**config.mk**
```make
export PLATFORM = sky130hd
export DESIGN_NAME = lsq_dcache_arbiter_flat
export DESIGN_NICKNAME = d
export VERILOG_FILES = /design/src/rtl/lsq_dcache_arbiter_pkg.sv /design/src/rtl/lsq_dcache_arbiter_if.sv /design/src/rtl/lsq_dcache_arbiter_age_picker.sv /design/src/rtl/lsq_dcache_arbiter.sv /design/src/flat_wrapper.sv
export SDC_FILE = /design/constraint.sdc
export NUM_CORES = 1
export LEC_CHECK = 0
export CAP_MARGIN = 15
export CORE_AREA = 2 2 564 566
export CTS_CLUSTER_SIZE = 14
export DETAILED_ROUTE_END_ITERATION = 7
export DIE_AREA = 0 0 566 568
export PLACE_DENSITY = 0.3
export SLEW_MARGIN = 20
export SYNTH_ARGS = -nofsm -noshare
export SYNTH_HDL_FRONTEND = slang
export SYNTH_SLANG_ARGS = --single-unit
export TNS_END_PERCENT = 20
```
**constraint.sdc**
```tcl
create_clock -name clock -period 10.9 [get_ports clock]
set_input_delay 1.635 -clock clock [delete_from_list [all_inputs] [get_ports clock]]
set_output_delay 1.635 -clock clock [all_outputs]
set_load 0.05 [all_outputs]
```
**src/rtl/lsq_dcache_arbiter_pkg.sv**
```systemverilog
// Shared LSQ definitions: queue depth, memory-size encodings, arbiter states
// and the DCache address-slice widths.
package lsq_pkg;
  localparam int LSQSZ       = 16;
  localparam int LSQ_IDX_W   = $clog2(LSQSZ);
  localparam int DC_OFFSET_W = 3;
  localparam int DC_IDX_W    = 5;
  localparam int DC_TAG_W    = 8;

  typedef enum logic [1:0] {
    BYTE   = 2'd0,
    HALF   = 2'd1,
    WORD   = 2'd2,
    DOUBLE = 2'd3
  } mem_size_e;

  typedef enum logic [1:0] {
    IDLE     = 2'd0,
    RD_WAIT  = 2'd1,
    WR_WAIT  = 2'd2,
    RD_DRAIN = 2'd3
  } arb_state_e;
endpackage

```
**src/rtl/lsq_dcache_arbiter_if.sv**
```systemverilog
// DCache request/response port shared by the LSQ arbiter (master) and the
// cache (slave).
interface lsq_dcache_arbiter_if;
  import lsq_pkg::*;

  logic                   dc_busy;
  logic                   dc_rd_en;
  logic                   dc_wr_en;
  logic [DC_OFFSET_W-1:0] dc_offset;
  logic [DC_IDX_W-1:0]    dc_idx;
  logic [DC_TAG_W-1:0]    dc_tag;
  logic [1:0]             dc_size;
  logic [63:0]            dc_wr_data;
  logic                   dc_rd_valid;
  logic [63:0]            dc_rd_data;
  logic                   dc_wr_ack;

  modport master (
    input  dc_busy, dc_rd_valid, dc_rd_data, dc_wr_ack,
    output dc_rd_en, dc_wr_en, dc_offset, dc_idx, dc_tag, dc_size, dc_wr_data
  );

  modport slave (
    output dc_busy, dc_rd_valid, dc_rd_data, dc_wr_ack,
    input  dc_rd_en, dc_wr_en, dc_offset, dc_idx, dc_tag, dc_size, dc_wr_data
  );
endinterface

```
**src/rtl/lsq_dcache_arbiter_age_picker.sv**
```systemverilog
// Circular first-set-bit finder: returns the first set mask bit at or after
// i_head, wrapping from N-1 back to 0. Purely combinational.
module lsq_age_picker #(
  parameter  int N = lsq_pkg::LSQSZ,
  localparam int W = $clog2(N)
) (
  input  logic [N-1:0] i_mask,
  input  logic [W-1:0] i_head,
  output logic         o_vld,
  output logic [W-1:0] o_idx
);
  int          pos;
  logic [W-1:0] pos_w;

  // Scan from the farthest offset back toward the head so the nearest hit wins.
  always_comb begin
    o_vld = 1'b0;
    o_idx = '0;
    pos   = 0;
    pos_w = '0;
    for (int i = N - 1; i >= 0; i--) begin
      pos = int'(i_head) + i;
      if (pos >= N) pos = pos - N;
      pos_w = W'(pos);
      if (i_mask[pos_w]) begin
        o_vld = 1'b1;
        o_idx = pos_w;
      end
    end
  end
endmodule

```
**src/rtl/lsq_dcache_arbiter.sv**
```systemverilog
// Arbitrates the LSQ's single DCache port between the committed SQ head store
// and the oldest ready load, one outstanding access at a time.
module lsq_dcache_arbiter #(
  parameter  int LSQSZ  = lsq_pkg::LSQSZ,
  parameter  int STARVE = 3,
  localparam int IDX_W  = $clog2(LSQSZ)
) (
  input  logic                   clock,
  input  logic                   reset,
  input  logic                   except,
  input  logic                   st_req,
  input  logic [63:0]            st_addr,
  input  logic [63:0]            st_data,
  input  logic [1:0]             st_size,
  output logic                   st_done,
  input  logic [IDX_W-1:0]       lq_head,
  input  logic [LSQSZ-1:0]       ld_ready,
  input  logic [LSQSZ-1:0][63:0] ld_addr,
  input  logic [LSQSZ-1:0][1:0]  ld_size,
  output logic [LSQSZ-1:0]       ld_issue,
  output logic                   ld_done,
  output logic [IDX_W-1:0]       ld_done_idx,
  output logic [63:0]            ld_data,
  lsq_dcache_arbiter_if.master   dc
);
  import lsq_pkg::*;

  localparam int STRK_W = $clog2(STARVE + 1);

  arb_state_e         r_state, w_state_nxt;
  logic [STRK_W-1:0]  r_streak;
  logic [IDX_W-1:0]   r_ld_idx;

  logic               w_ld_vld;
  logic [IDX_W-1:0]   w_pick_idx;
  logic [63:0]        w_sel_addr;
  logic [LSQSZ-1:0]   w_issue_oh;
  logic               w_sel_en;
  logic               w_starved;
  logic               w_grant_ld;
  logic               w_grant_st;
  logic               w_ld_resp;
  logic               w_unused;

  lsq_age_picker #(.N(LSQSZ)) u_age_picker (
    .i_mask (ld_ready),
    .i_head (lq_head),
    .o_vld  (w_ld_vld),
    .o_idx  (w_pick_idx)
  );

  assign w_sel_addr = ld_addr[w_pick_idx];
  assign w_issue_oh = {{(LSQSZ-1){1'b0}}, 1'b1} << w_pick_idx;
  assign w_unused   = ^{w_sel_addr[63:16], st_addr[63:16]};

  // Selection: stores win unless they have hogged the port for STARVE grants.
  assign w_sel_en   = (r_state == IDLE) && !dc.dc_busy && !except;
  assign w_starved  = (r_streak == STRK_W'(STARVE));
  assign w_grant_ld = w_sel_en && w_ld_vld && (!st_req || w_starved);
  assign w_grant_st = w_sel_en && st_req && !w_grant_ld;

  // A response that coincides with a flush is dropped along with the load.
  assign w_ld_resp  = (r_state == RD_WAIT) && dc.dc_rd_valid && !except;

  always_ff @(posedge clock) begin
    if (reset) r_state <= IDLE;
    else       r_state <= w_state_nxt;
  end

  always_comb begin
    w_state_nxt = r_state;
    case (r_state)
      IDLE: begin
        if (w_grant_ld)      w_state_nxt = RD_WAIT;
        else if (w_grant_st) w_state_nxt = WR_WAIT;
      end
      RD_WAIT: begin
        if (dc.dc_rd_valid)  w_state_nxt = IDLE;
        else if (except)     w_state_nxt = RD_DRAIN;
      end
      RD_DRAIN: begin
        if (dc.dc_rd_valid)  w_state_nxt = IDLE;
      end
      WR_WAIT: begin
        if (dc.dc_wr_ack)    w_state_nxt = IDLE;
      end
      default: w_state_nxt = IDLE;
    endcase
  end

  // Grant cycle -> registered request fields, strobes and issue pulse.
  always_ff @(posedge clock) begin
    if (reset) begin
      r_streak      <= '0;
      r_ld_idx      <= '0;
      dc.dc_rd_en   <= 1'b0;
      dc.dc_wr_en   <= 1'b0;
      dc.dc_offset  <= '0;
      dc.dc_idx     <= '0;
      dc.dc_tag     <= '0;
      dc.dc_size    <= '0;
      dc.dc_wr_data <= '0;
      ld_issue      <= '0;
      ld_done       <= 1'b0;
      ld_done_idx   <= '0;
      ld_data       <= '0;
      st_done       <= 1'b0;
    end else begin
      dc.dc_rd_en <= w_grant_ld;
      dc.dc_wr_en <= w_grant_st;
      ld_issue    <= w_grant_ld ? w_issue_oh : '0;
      ld_done     <= w_ld_resp;
      st_done     <= (r_state == WR_WAIT) && dc.dc_wr_ack;

      if (w_grant_ld) begin
        r_streak     <= '0;
        r_ld_idx     <= w_pick_idx;
        dc.dc_offset <= w_sel_addr[2:0];
        dc.dc_idx    <= w_sel_addr[7:3];
        dc.dc_tag    <= w_sel_addr[15:8];
        dc.dc_size   <= ld_size[w_pick_idx];
      end else if (w_grant_st) begin
        r_streak      <= !w_ld_vld ? '0 : (w_starved ? r_streak : r_streak + 1'b1);
        dc.dc_offset  <= st_addr[2:0];
        dc.dc_idx     <= st_addr[7:3];
        dc.dc_tag     <= st_addr[15:8];
        dc.dc_size    <= st_size;
        dc.dc_wr_data <= st_data;
      end

      if (w_ld_resp) begin
        ld_done_idx <= r_ld_idx;
        ld_data     <= dc.dc_rd_data;
      end
    end
  end
endmodule

```
**src/flat_wrapper.sv**
```systemverilog
// flat-port wrapper written by rule: the top's interface ports become plain ports
module lsq_dcache_arbiter_flat import lsq_pkg::*;
#(
  parameter  int LSQSZ  = lsq_pkg::LSQSZ,
  parameter  int STARVE = 3,
  localparam int IDX_W  = $clog2(LSQSZ)
)
  (clock, reset, except, st_req, st_addr, st_data, st_size, st_done, lq_head, ld_ready, ld_addr, ld_size, ld_issue, ld_done, ld_done_idx, ld_data, dc_dc_busy, dc_dc_rd_valid, dc_dc_rd_data, dc_dc_wr_ack, dc_dc_rd_en, dc_dc_wr_en, dc_dc_offset, dc_dc_idx, dc_dc_tag, dc_dc_size, dc_dc_wr_data);
  lsq_dcache_arbiter_if dc_i ();
  input  logic clock;
  input  logic reset;
  input  logic except;
  input  logic st_req;
  input  logic [63:0] st_addr;
  input  logic [63:0] st_data;
  input  logic [1:0] st_size;
  output logic st_done;
  input  logic [IDX_W-1:0] lq_head;
  input  logic [LSQSZ-1:0] ld_ready;
  input  logic [LSQSZ-1:0][63:0] ld_addr;
  input  logic [LSQSZ-1:0][1:0] ld_size;
  output logic [LSQSZ-1:0] ld_issue;
  output logic ld_done;
  output logic [IDX_W-1:0] ld_done_idx;
  output logic [63:0] ld_data;
  input wire logic [$bits(dc_i.dc_busy)-1:0] dc_dc_busy;
  input wire logic [$bits(dc_i.dc_rd_valid)-1:0] dc_dc_rd_valid;
  input wire logic [$bits(dc_i.dc_rd_data)-1:0] dc_dc_rd_data;
  input wire logic [$bits(dc_i.dc_wr_ack)-1:0] dc_dc_wr_ack;
  output wire logic [$bits(dc_i.dc_rd_en)-1:0] dc_dc_rd_en;
  output wire logic [$bits(dc_i.dc_wr_en)-1:0] dc_dc_wr_en;
  output wire logic [$bits(dc_i.dc_offset)-1:0] dc_dc_offset;
  output wire logic [$bits(dc_i.dc_idx)-1:0] dc_dc_idx;
  output wire logic [$bits(dc_i.dc_tag)-1:0] dc_dc_tag;
  output wire logic [$bits(dc_i.dc_size)-1:0] dc_dc_size;
  output wire logic [$bits(dc_i.dc_wr_data)-1:0] dc_dc_wr_data;
  assign dc_i.dc_busy = dc_dc_busy;
  assign dc_i.dc_rd_valid = dc_dc_rd_valid;
  assign dc_i.dc_rd_data = dc_dc_rd_data;
  assign dc_i.dc_wr_ack = dc_dc_wr_ack;
  assign dc_dc_rd_en = dc_i.dc_rd_en;
  assign dc_dc_wr_en = dc_i.dc_wr_en;
  assign dc_dc_offset = dc_i.dc_offset;
  assign dc_dc_idx = dc_i.dc_idx;
  assign dc_dc_tag = dc_i.dc_tag;
  assign dc_dc_size = dc_i.dc_size;
  assign dc_dc_wr_data = dc_i.dc_wr_data;
  lsq_dcache_arbiter #(.LSQSZ(LSQSZ), .STARVE(STARVE)) u_core (.clock(clock), .reset(reset), .except(except), .st_req(st_req), .st_addr(st_addr), .st_data(st_data), .st_size(st_size), .st_done(st_done), .lq_head(lq_head), .ld_ready(ld_ready), .ld_addr(ld_addr), .ld_size(ld_size), .ld_issue(ld_issue), .ld_done(ld_done), .ld_done_idx(ld_done_idx), .ld_data(ld_data), .dc(dc_i));
endmodule
```
==> metrics.cfg <==
[outcome]
status = finished, final reports clean

[worst_setup_path]
critPathMaxStageDelay_ns = 0.92
start_kind = input port
crit_top_cell = inv_1
crit_required_ns = 11.36
cp-end-kind = register
worst-path-buf-inv = 4
path_delay_family = simple AND/OR/NAND/NOR gates
worstPathArrival_ns = 8.12
crit_fanout = 26
crit_chain = clkdlybuf4s50_1, inv_1, ha_1, inv_1, and3_1, nor4_1, mux2_2, nor3_1, nand3_1, buf_4, nand2_4, nor2_1, o21ai_1, a31oi_1
crit_type = in -> reg
crit_slowest_cell = nor2_1

[floorplanning]
die_area_sq_um = 321500
pin_count = 1447
rows = 207
core-area_sq_um = 316200
dieHeight_microns = 568
die_width_microns = 566
fp-utilization = 0.03512

[yosys]
flop_cell = dfxtp_1
yosys_area_sq_um = 11110
syn_nets = 2745
top_cells_by_count = nand2_1 (427), dfxtp_1 (178), a21oi_1 (164)
synthCells = 1460
synth.cell_area_sq_um = 11110
top_area_cell = dfxtp_1
synth-edff-count = 0
syn_avg_cell_area_sq_um = 7.607
synth_warnings = 0
yosys-top-cells-area = dfxtp_1 (32%), nand2_1 (14%), mux2i_1 (10%)
yosys_cells = 1460
top_cell_area_share = 0.3208
top_cell = nand2_1
ys.flops = 178
postSynthSeqShare = 0.3208
async_flop_share = 0
synth_cell_types = 75

[final_timing]
skew_ns = 0.02862
setup_viol = 0
rsz0062_at_grt = no
setup_tns_ns = 0
slew_violations = 0
relSlewSlack = 0.2944
finalCritPeriodShare = 0.7028
hold_viol = 0
tightest_slew_ns = 1.051
final.min_clock_period_ns = 7.660
finalWorstSetupSlack_ns = 3.240
fmax_mhz = 130.5

[clock_network]
clk_latency_ns = 0.54
cts_tree = done
cts_made_buffers = 17
htree_levels = 4
post_cts_buffers = 0
cts.clk_slew.worst_paths_ns = 0.09
cts_buffer_depth = 2
cts_resized = 0
root_buffer = clkbuf_16
ctsHoldBuffers = 0
cts.sinks = 178

[finish]
syn2layout_area_growth_pct = 110.2
final_cells = 6279
drive_above_1_share = 0.07573
fillers = 37020
final_area_sq_um = 23340
nNetsFinal = 3332

[routing]
wl_per_cell_microns = 18.42
drc = 0
drt_first_pass_iters = 5
num_vias = 13770
drt_iter0_drc = 772
via_per_inst = 2.193
wl_microns = 115700
drtAntennaViolNets = 0

[global_route]
first_global_vias = 13720
gr-total-overflow = 0
grt_pass1_wl_microns = 145900
antenna_found_initial = 72
grt_max_degree = 72
grt_use_total = 0.07010

[place]
placed_area_sq_um = 22620
dp_cells = 6208
hpwl_microns = 99620
gp_congestion = 0.8034
numPortBuffers = 630
dp_slack_ns = 2.354

[flow_run]
maxCapViolations = 0
warnings = 847

[hold_path]
hold_path_class = reg -> reg

[power_and_ir_drop]
leakage_nw = 6.863
peakVddDrop_mv = 0.1374
p_per_area_nw_per_um2 = 116.8

state kept, by name, indices dropped and copies added (netlist names):
signal,cells
u_core.r_state,2
u_core.r_streak,2
u_core.ld_done,1
u_core.dc.dc_offset,3
u_core.dc.dc_wr_data,64
u_core.dc.dc_idx,5
u_core.dc.dc_wr_en,1
u_core.dc.dc_size,2
u_core.ld_done_idx,4
u_core.st_done,1
u_core.dc.dc_tag,8
u_core.ld_data,64
u_core.dc.dc_rd_en,1
u_core.r_ld_idx,4
u_core.ld_issue,16
through the flow:
step / power [mW] / utilization / hold slack, ns
floorplan: 1.348 / - / 0.4322
global placement: 2.091 / 0.07152 / 0.4455
detailed placement: 2.089 / 0.07152 / 0.4466
CTS: 2.835 / 0.07350 / 0.4590
global route: 2.904 / 0.07370 / 0.4750
finish: 2.726 / 0.07381 / 0.4566
power by group:
group | switching [mW] | internal [mW] | leakage, nW
Clock | 0.356 | 0.356 | 0.305
Sequential | 0.0199 | 0.681 | 1.44
Combinational | 0.851 | 0.462 | 5.12
final timing paths:
check             cells past startpoint                                 to                            start  slack (ns)
setup reg to reg                      6  u_core.dc.dc_size[1]$_SDFFE_PP0P_   u_core.r_state[0]$_SDFFE_PP0P_        6.90
hold / removal                        2    u_core.ld_data[20]$_SDFFE_PP0P_  u_core.ld_data[20]$_SDFFE_PP0P_        0.46
hold reg to reg                       2    u_core.ld_data[20]$_SDFFE_PP0P_  u_core.ld_data[20]$_SDFFE_PP0P_        0.46
setup / recovery                     14  u_core.dc.dc_size[1]$_SDFFE_PP0P_                       lq_head[1]        3.24
kinds of logic (layout without fill, tap and decap cells):
kind of cell,Yosys count,after routing,synth area share
fa+ha+maj,8,8,0.009012
mux,158,158,0.1721
compound gates,332,332,0.1882
flops,178,178,0.3208
simple gates,648,648,0.2484
other cells,0,39,0
buf+inv,121,721,0.04956
xor+xnor,15,15,0.01183
cells in the final DEF, fill, tap and decap left out, drive strengths merged, types with 4 or more instances in the layout:
cell type	count
o221ai	4
inv	19
o211ai	9
nor2b	9
a221oi	7
buf	48
a21oi	164
and2	6
clkinv	5
clkbuf	18
nor2	63
a32oi	12
ha	8
clkdlybuf4s50	628
a211oi	12
xnor2	12
diode	39
mux2i	113
mux2	21
o21bai	9
a21o	5
a2111oi	7
a311oi	5
dfxtp	178
a31oi	20
nor3	19
o31ai	7
o21ai	29
nand4	16
or2	4
nand3	68
a22oi	17
nand2	429
o21a	4
nor4	6
mux4	24
and3	16
area by class of cell:
cell class              count  area (sq um)  share of cell area
multi-input cells        1161          7101              0.3042
repair buffers            676          6673              0.2859
well taps                4180          5230              0.2241
flip-flops and latches    178          3563              0.1527
clock buffers              18         439.2             0.01881
clock inverters            14         188.9            0.008094
diodes                     39         97.59            0.004181
inverters                  13         50.05            0.002144
per-layer routing:
layer  up-vias  global-route usage  share of wire
met5         -                   0         0.0022
met4        40             0.02764          0.027
met3       111             0.03121           0.10
met2       612              0.1162           0.48
met1      6589             0.07811           0.39
li1       6415                   -              -
worst register-to-register path, stage by stage (launching register included):
cell	delay (ns)
dfxtp_1	0.39
nor4_1	0.78
a21boi_0	0.49
nand2_4	0.37
nor2_1	0.96
o21ai_1	0.64
a31oi_1	0.32
### Supply network

Scale bar: 200 microns. Pins as bars on the die edge. Tap cells in grey.
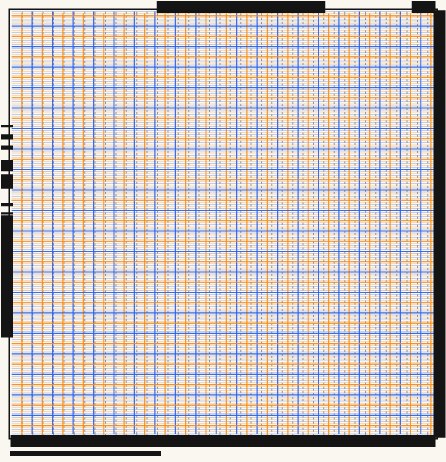
net	colour
VSS	orange
VDD	blue
tap cells	4,180
met1 rails	208
rows	207

### Sequential cells grouped by signal name

Other sequential cells in the stronger grey, the rest of the logic in the fainter grey.
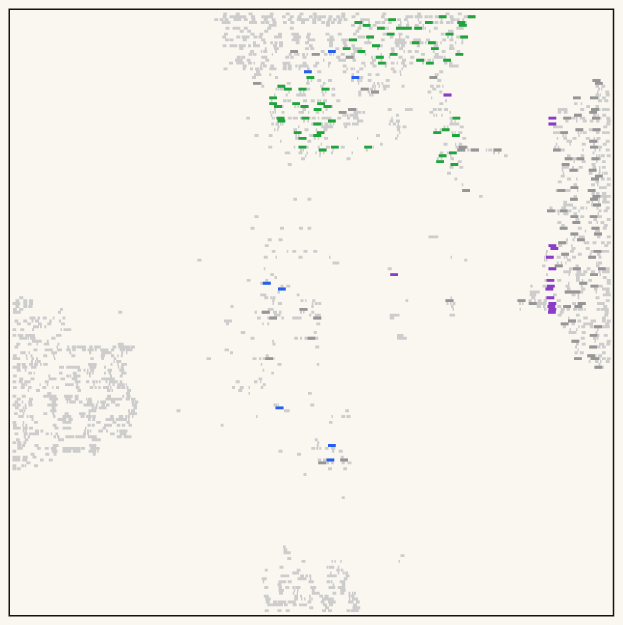
name in the netlist	colour	placed flops
u_core.ld_issue	purple	16
u_core.dc.dc_wr_data	green	64
u_core.dc.dc_tag	blue	8

Power is estimated from default activity; no workload was simulated.
